## src/rtl/rv32i_pipe_ctrl.sv

```systemverilog
// rv32i_pipe_ctrl: per-stage advance enables, decode flush and halt/drain/resume FSM for rv32i_pipe.
// Outputs are combinational (0 cycles). Execute memory wait holds the pipe. Optional counters: RV32I_PIPE_CTRL_PERF_EN.
module rv32i_pipe_ctrl #(
  parameter int REG_BITS = 5
) (
  input  logic                clk_i,
  input  logic                rst_ni,
  input  logic                fetch_valid_i,
  input  logic [REG_BITS-1:0] dec_rs1_addr_i,
  input  logic [REG_BITS-1:0] dec_rs2_addr_i,
  input  logic                dec_uses_rs1_i,
  input  logic                dec_uses_rs2_i,
  input  logic [REG_BITS-1:0] ex_rd_addr_i,
  input  logic                ex_is_load_i,
  input  logic                mem_busy_i,
  input  logic                branch_taken_i,
  input  logic                halt_req_i,
  input  logic                resume_i,
  output logic                fetch_ce_o,
  output logic                pc_load_o,
  output logic                decode_ce_o,
  output logic                clear_o,
  output logic                execute_ce_o,
  output logic                writeback_ce_o,
  output logic                halted_o,
  output logic [31:0]         stall_cycles_o,
  output logic [31:0]         flush_count_o
);

  typedef enum logic [1:0] {RUN, DRAIN, HALTED} state_e;

  state_e state_q, state_d;
  logic   v_d_q, v_e_q, v_w_q;
  logic   v_d_d, v_e_d, v_w_d;
  logic   hold_e, load_use, flush, ex_ce, d_adv, dec_ce;
  logic   rs1_hit, rs2_hit;

  assign hold_e   = v_e_q & mem_busy_i;
  assign rs1_hit  = dec_uses_rs1_i & (dec_rs1_addr_i == ex_rd_addr_i);
  assign rs2_hit  = dec_uses_rs2_i & (dec_rs2_addr_i == ex_rd_addr_i);
  assign load_use = v_d_q & v_e_q & ex_is_load_i & (ex_rd_addr_i != '0) & (rs1_hit | rs2_hit);
  assign flush    = v_e_q & branch_taken_i & ~hold_e;
  assign ex_ce    = v_d_q & ~hold_e & ~load_use & ~flush;
  assign d_adv    = ~v_d_q | ex_ce;
  // Valid bits are already cleared in reset, but the fetch path depends only on inputs.
  assign dec_ce   = rst_ni & fetch_valid_i & d_adv & ~flush & (state_q == RUN);

  assign writeback_ce_o = v_e_q & ~hold_e;
  assign execute_ce_o   = ex_ce;
  assign decode_ce_o    = dec_ce;
  assign fetch_ce_o     = dec_ce;
  assign clear_o        = flush;
  assign pc_load_o      = flush;
  assign halted_o       = (state_q == HALTED);

  assign v_w_d = writeback_ce_o;
  assign v_e_d = hold_e ? 1'b1 : ex_ce;
  assign v_d_d = flush ? 1'b0 : (d_adv ? dec_ce : v_d_q);

  always_comb begin
    state_d = state_q;
    case (state_q)
      RUN:     if (halt_req_i) state_d = DRAIN;
      DRAIN: begin
        if (!(v_d_q | v_e_q | v_w_q)) state_d = HALTED;
        else if (!halt_req_i)         state_d = RUN;
      end
      HALTED:  if (resume_i) state_d = RUN;
      default: state_d = RUN;
    endcase
  end

  always_ff @(posedge clk_i or negedge rst_ni) begin
    if (!rst_ni) begin
      state_q <= RUN;
      v_d_q   <= 1'b0;
      v_e_q   <= 1'b0;
      v_w_q   <= 1'b0;
    end else begin
      state_q <= state_d;
      v_d_q   <= v_d_d;
      v_e_q   <= v_e_d;
      v_w_q   <= v_w_d;
    end
  end

`ifdef RV32I_PIPE_CTRL_PERF_EN
  logic [31:0] stall_cnt_q, stall_cnt_d, flush_cnt_q, flush_cnt_d;

  // Both counters stick at all-ones rather than wrapping.
  assign stall_cnt_d = ((hold_e | load_use) && (stall_cnt_q != '1)) ? stall_cnt_q + 32'd1 : stall_cnt_q;
  assign flush_cnt_d = (flush && (flush_cnt_q != '1)) ? flush_cnt_q + 32'd1 : flush_cnt_q;

  always_ff @(posedge clk_i or negedge rst_ni) begin
    if (!rst_ni) begin
      stall_cnt_q <= '0;
      flush_cnt_q <= '0;
    end else begin
      stall_cnt_q <= stall_cnt_d;
      flush_cnt_q <= flush_cnt_d;
    end
  end

  assign stall_cycles_o = stall_cnt_q;
  assign flush_count_o  = flush_cnt_q;
`else
  assign stall_cycles_o = '0;
  assign flush_count_o  = '0;
`endif

endmodule

```

## config.mk

```make
export PLATFORM = sky130hd
export DESIGN_NAME = rv32i_pipe_ctrl
export DESIGN_NICKNAME = d
export VERILOG_FILES = /design/src/rtl/rv32i_pipe_ctrl.sv
export SDC_FILE = /design/constraint.sdc
export NUM_CORES = 1
export LEC_CHECK = 0
export ABC_AREA = 1
export ABC_CLOCK_PERIOD_IN_PS = 1250
export CAP_MARGIN = 20
export CORE_MARGIN = 2
export CORE_UTILIZATION = 27
export CTS_CLUSTER_DIAMETER = 80
export CTS_CLUSTER_SIZE = 8
export DETAILED_ROUTE_END_ITERATION = 7
export PLACE_DENSITY = 0.75
export SLEW_MARGIN = 25
export SYNTH_ARGS = -nofsm -noshare
export SYNTH_HDL_FRONTEND = slang
export SYNTH_SLANG_ARGS = --single-unit
```

## constraint.sdc

```tcl
create_clock -name clk_i -period 1.25 [get_ports clk_i]
set_input_delay 0.25 -clock clk_i [delete_from_list [all_inputs] [get_ports clk_i]]
set_output_delay 0.25 -clock clk_i [all_outputs]
set_load 0.05 [all_outputs]
```

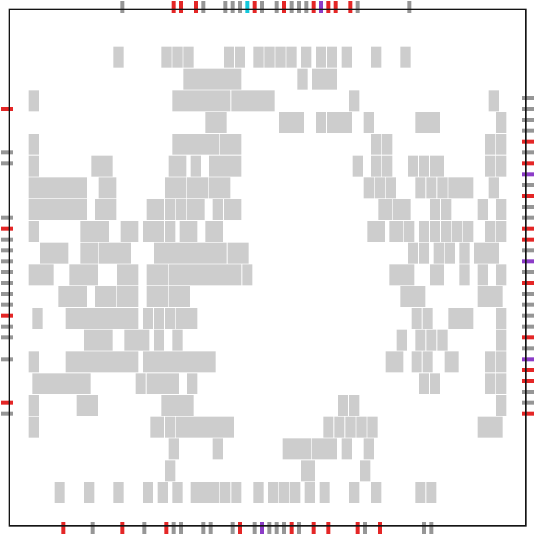
Figure 1: run 1, I/O pins on the die edge.
(8 px per µm) Pins as bars across the die edge, other pins in grey.
legend:
  purple:
    port: `ex_rd_addr_i`
    pins: 5
    direction: input
    edge: 3 right, 1 top, 1 bottom
  cyan:
    port: `execute_ce_o`
    pins: 1
    direction: output
    edge: top
  red:
    port: `stall_cycles_o`
    pins: 32
    direction: output
    edge: 10 right, 9 top, 9 bottom, 4 left
Die H: 64.4 µm
number of buffers added on ports: 31

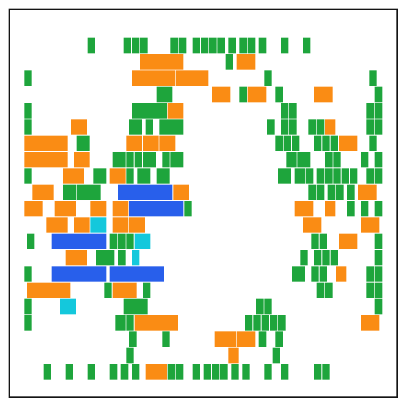
Figure 2: run 1, cell classes on the final placement.
(6 px per µm)
legend:
  green:
    class: combinational and other logic
    cells: 150
    share_of_their_area: 52%
  blue:
    class: sequential cells
    cells: 5
    share_of_their_area: 10%
  orange:
    class: remaining buffers and delay cells
    cells: 45
    share_of_their_area: 36%
  cyan:
    class: clock drivers and dummy loads
    cells: 4
    share_of_their_area: 2.1%
sequential cell area share: 0.0964
final core occ: 0.380

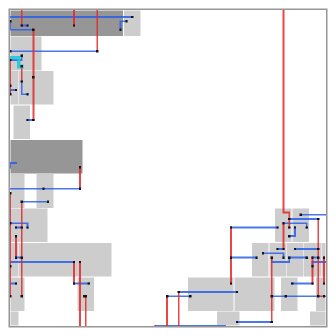
Figure 3: run 1, layout detail.
Region (20, 7) to (45, 32) µm. Cells in grey, sequential cells in the stronger grey; small squares are vias.
legend:
  cyan:
    layer: metal 3
  red:
    layer: metal 2
  blue:
    layer: metal 1
most frequent: nand2_1 (7), inv_1 (4)
netlist names of flops here include: `state_q` (1), `v_e_q` (1)
sequential cells in the window: 2
cells with their middle in the window: 23

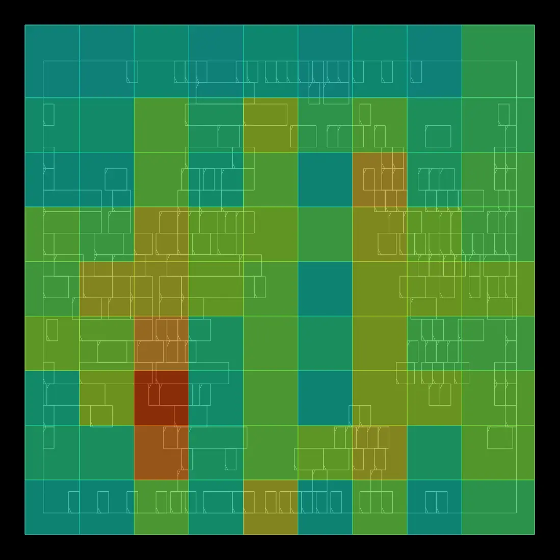
Figure 4: run 1, routing congestion map.
grt peak-use layer: met2
global-route met3 utilization: 0.0352
met2 Use GR: 0.143
Tot GR Track Use: 0.0822
M1 GR Usage: 0.0903

==> results.yml, run 1 <==
# physical design summary
final_layout:
  final-clk-cell-share: 0.0203
  inv_count: 22
  numSequentialCells: 5
  bufAreaShareNonClock: 0.345
  final_cell_mix: "64 x conb_1, 34 x nand2_1, 13 x inv_1, 13 x dlygate4sd2_1, 13 x buf_4"
  drive_gt1_frac: 0.245
synth:
  topCombFamilyByArea: "buffers and inverters"
  area_leaders: "buf_4 50%, nand2_1 14%, dfrtp_1 13%"
  aoi_share: 0.0191
  top_cell: "buf_4"
  yosys_cells: 158
  yosysTopAreaCell: "buf_4"
  netlist_area_um2: 985
  synth_simple_gate_area_share: 0.263
  syn-instance-count: 158
  syn_area_per_cell_um2: 6.23
  edf_count: 0
  ff_type: "dfrtp_1"
status:
  violations: "setup timing"
  outcome: "complete, but fails checks"
worst_setup_path:
  cp_data_required_time_ns: 1.00
  r2r-start: "v_e_q$_DFF_PN0_"
  ff2ff_path_depth: 11
  r2r_end: "v_d_q$_DFFE_PN0P_"
  arrival_ns: 1.45
  critPathLaunch: "v_e_q$_DFF_PN0_"
  cp_slowest_cell: "dfrtp_1"
power:
  clkPwrFrac: 0.091
  cellLeakagePower_nw: 0.794
  p_comb_mw: 1.59
  p_clk_uw: 187
  power_mw: 2.06
global_route:
  antenna_found_initial: 0
  overflow: 0
  grt_start_max_net_pins: 6
detailed_routing:
  viasPerCell: 3.30
  post-route-drc-count: 0
  first_pass_iters: 2
  drtIter0Drc: 13
final_timing:
  clock_skew_ns: 0.00292
  hold_violations: 0
  fin_crit_sh: 1.36
  finalWorstSetupSlack_ns: -0.452
  setup_viol: 6
hold_path:
  worstHoldPathType: "in -> async"
clock_network:
  post_cts_buffers: 3
  cts_hold_buf: 0
  clock_latency_ns: 0.24
  root_buffer: "clkbuf_4"
  clkTransAtPathRegs_ns: 0.04
  clock_path_buffers: 2
  numCtsBuffers: 3
  cts_tree: "done"
  post_cts_resized: 26
die:
  rows: 21
  core-area_um2: 3420
  io_pins: 96
placed_design:
  dp_slack_ns: -0.670
  globalplace.congestion: 0.753
==> run 1 -> run 2 <==
--- a/config.mk
+++ b/config.mk
@@ -9,5 +9,5 @@
 export ABC_CLOCK_PERIOD_IN_PS = 1250
 export CAP_MARGIN = 20
-export CORE_MARGIN = 2
+export CORE_MARGIN = 1
 export CORE_UTILIZATION = 27
 export CTS_CLUSTER_DIAMETER = 80
==> constraint.sdc (replaced) <==
create_clock -name clk_i -period 1.25 [get_ports clk_i]
set_input_delay 0.3125 -clock clk_i [delete_from_list [all_inputs] [get_ports clk_i]]
set_output_delay 0.3125 -clock clk_i [all_outputs]
set_load 0.05 [all_outputs]
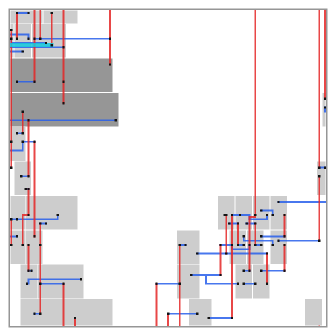
Figure 5: run 2, layout detail.
Region (19, 6) to (44, 31) µm. Cells in grey, sequential cells in the stronger grey; small squares are vias.
legend:
  red:
    layer: metal 2
  blue:
    layer: metal 1
  cyan:
    layer: metal 3
sequential cells in the window: 2
netlist names of flops here include: `state_q` (1), `v_d_q` (1)
cells with their middle in the window: 25
most frequent: nand2_1 (9), inv_1 (4)

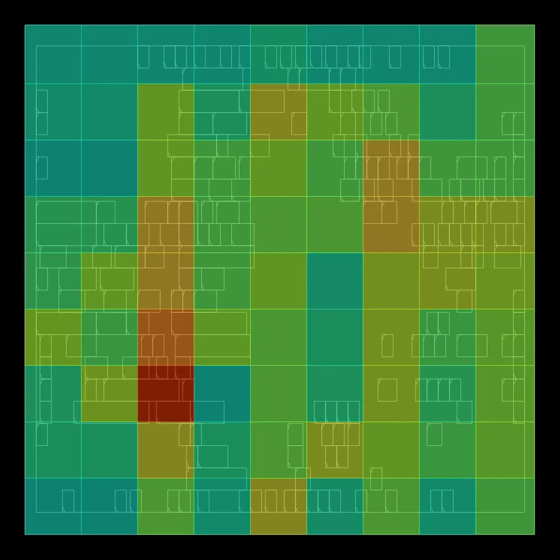
Figure 6: run 2, routing congestion map.
final core occ: 0.377
M1 GR Usage: 0.0913
Tot GR Track Use: 0.0849
global-route met3 utilization: 0.0274
wire length per cell: 6.76 µm

==> results.yml, run 2 <==
# physical design summary
status:
  outcome: "complete, but fails checks"
  violations: "setup timing"
synth:
  top_cell: "buf_4"
  ff_type: "dfrtp_1"
  netlist_area_um2: 985
  aoi_share: 0.0191
  topCombFamilyByArea: "buffers and inverters"
  yosysTopAreaCell: "buf_4"
  area_leaders: "buf_4 50%, nand2_1 14%, dfrtp_1 13%"
  syn_area_per_cell_um2: 6.23
  syn-instance-count: 158
  yosys_cells: 158
  synth_simple_gate_area_share: 0.263
detailed_routing:
  drtIter0Drc: 18
  first_pass_iters: 2
  viasPerCell: 3.26
  post-route-drc-count: 0
final_layout:
  inv_count: 22
  drive_gt1_frac: 0.284
  area_delta_synth_final_pct: 30.7
  numSequentialCells: 5
  final_cell_mix: "64 x conb_1, 34 x nand2_1, 12 x inv_1, 12 x buf_4, 10 x nor2_1"
  final-clk-cell-share: 0.0204
  bufAreaShareNonClock: 0.338
final_timing:
  finalWorstSetupSlack_ns: -0.524
  hold_violations: 0
  fin_crit_sh: 1.42
  clock_skew_ns: 0.00254
  setup_viol: 9
power:
  power_mw: 2.06
  p_clk_uw: 181
  cellLeakagePower_nw: 0.794
  clkPwrFrac: 0.088
worst_setup_path:
  cp_slowest_cell: "dfrtp_1"
  critPathLaunch: "v_e_q$_DFF_PN0_"
  cp_data_required_time_ns: 0.94
  crit_fanout: 3
  r2r_end: "v_d_q$_DFFE_PN0P_"
  worstPathCellList: "inv_2 > nor2_4 > nand2_2 > nand2_2 > inv_2 > nand2_2 > inv_2 > nand2_4 > a21oi_4 > buf_12"
  ff2ff_path_depth: 13
  r2r-start: "v_e_q$_DFF_PN0_"
placed_design:
  dp_slack_ns: -0.818
  port_buffers: 31
  globalplace.congestion: 0.717
clock_network:
  clock_latency_ns: 0.24
  post_cts_buffers: 4
  cts_tree: "done"
  cts_hold_buf: 0
  post_cts_resized: 43
  numCtsBuffers: 3
  clkTransAtPathRegs_ns: 0.04
  clock_path_buffers: 2
  root_buffer: "clkbuf_4"
global_route:
  antenna_found_initial: 0
  overflow: 0
  grt_start_max_net_pins: 6
  grtUsageMet2: 0.159
  top_usage_layer: "met2"
die:
  rows: 21
  core-area_um2: 3420
  io_pins: 96
hold_path:
  worstHoldPathType: "in -> async"
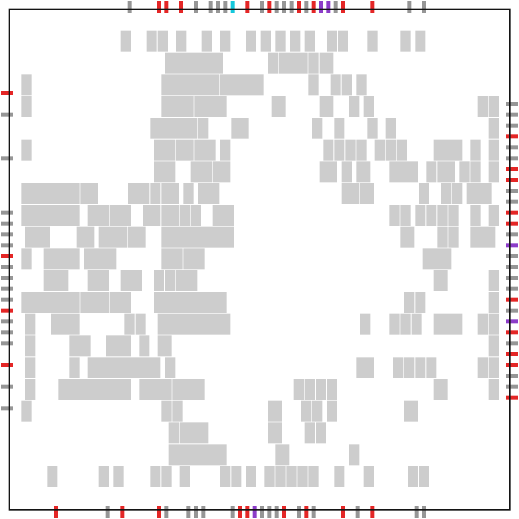
Figure 7: run 2, I/O pins on the die edge.
(8 px per µm) Pins as bars across the die edge, other pins in grey.
legend:
  cyan:
    port: `execute_ce_o`
    pins: 1
    direction: output
    edge: top
  red:
    port: `stall_cycles_o`
    pins: 32
    direction: output
    edge: 10 right, 9 top, 9 bottom, 4 left
  purple:
    port: `ex_rd_addr_i`
    pins: 5
    direction: input
    edge: 2 top, 2 right, 1 bottom
DIE WIDTH: 62.4 µm
Die H: 62.4 µm

Power and IR drop assume default switching activity.
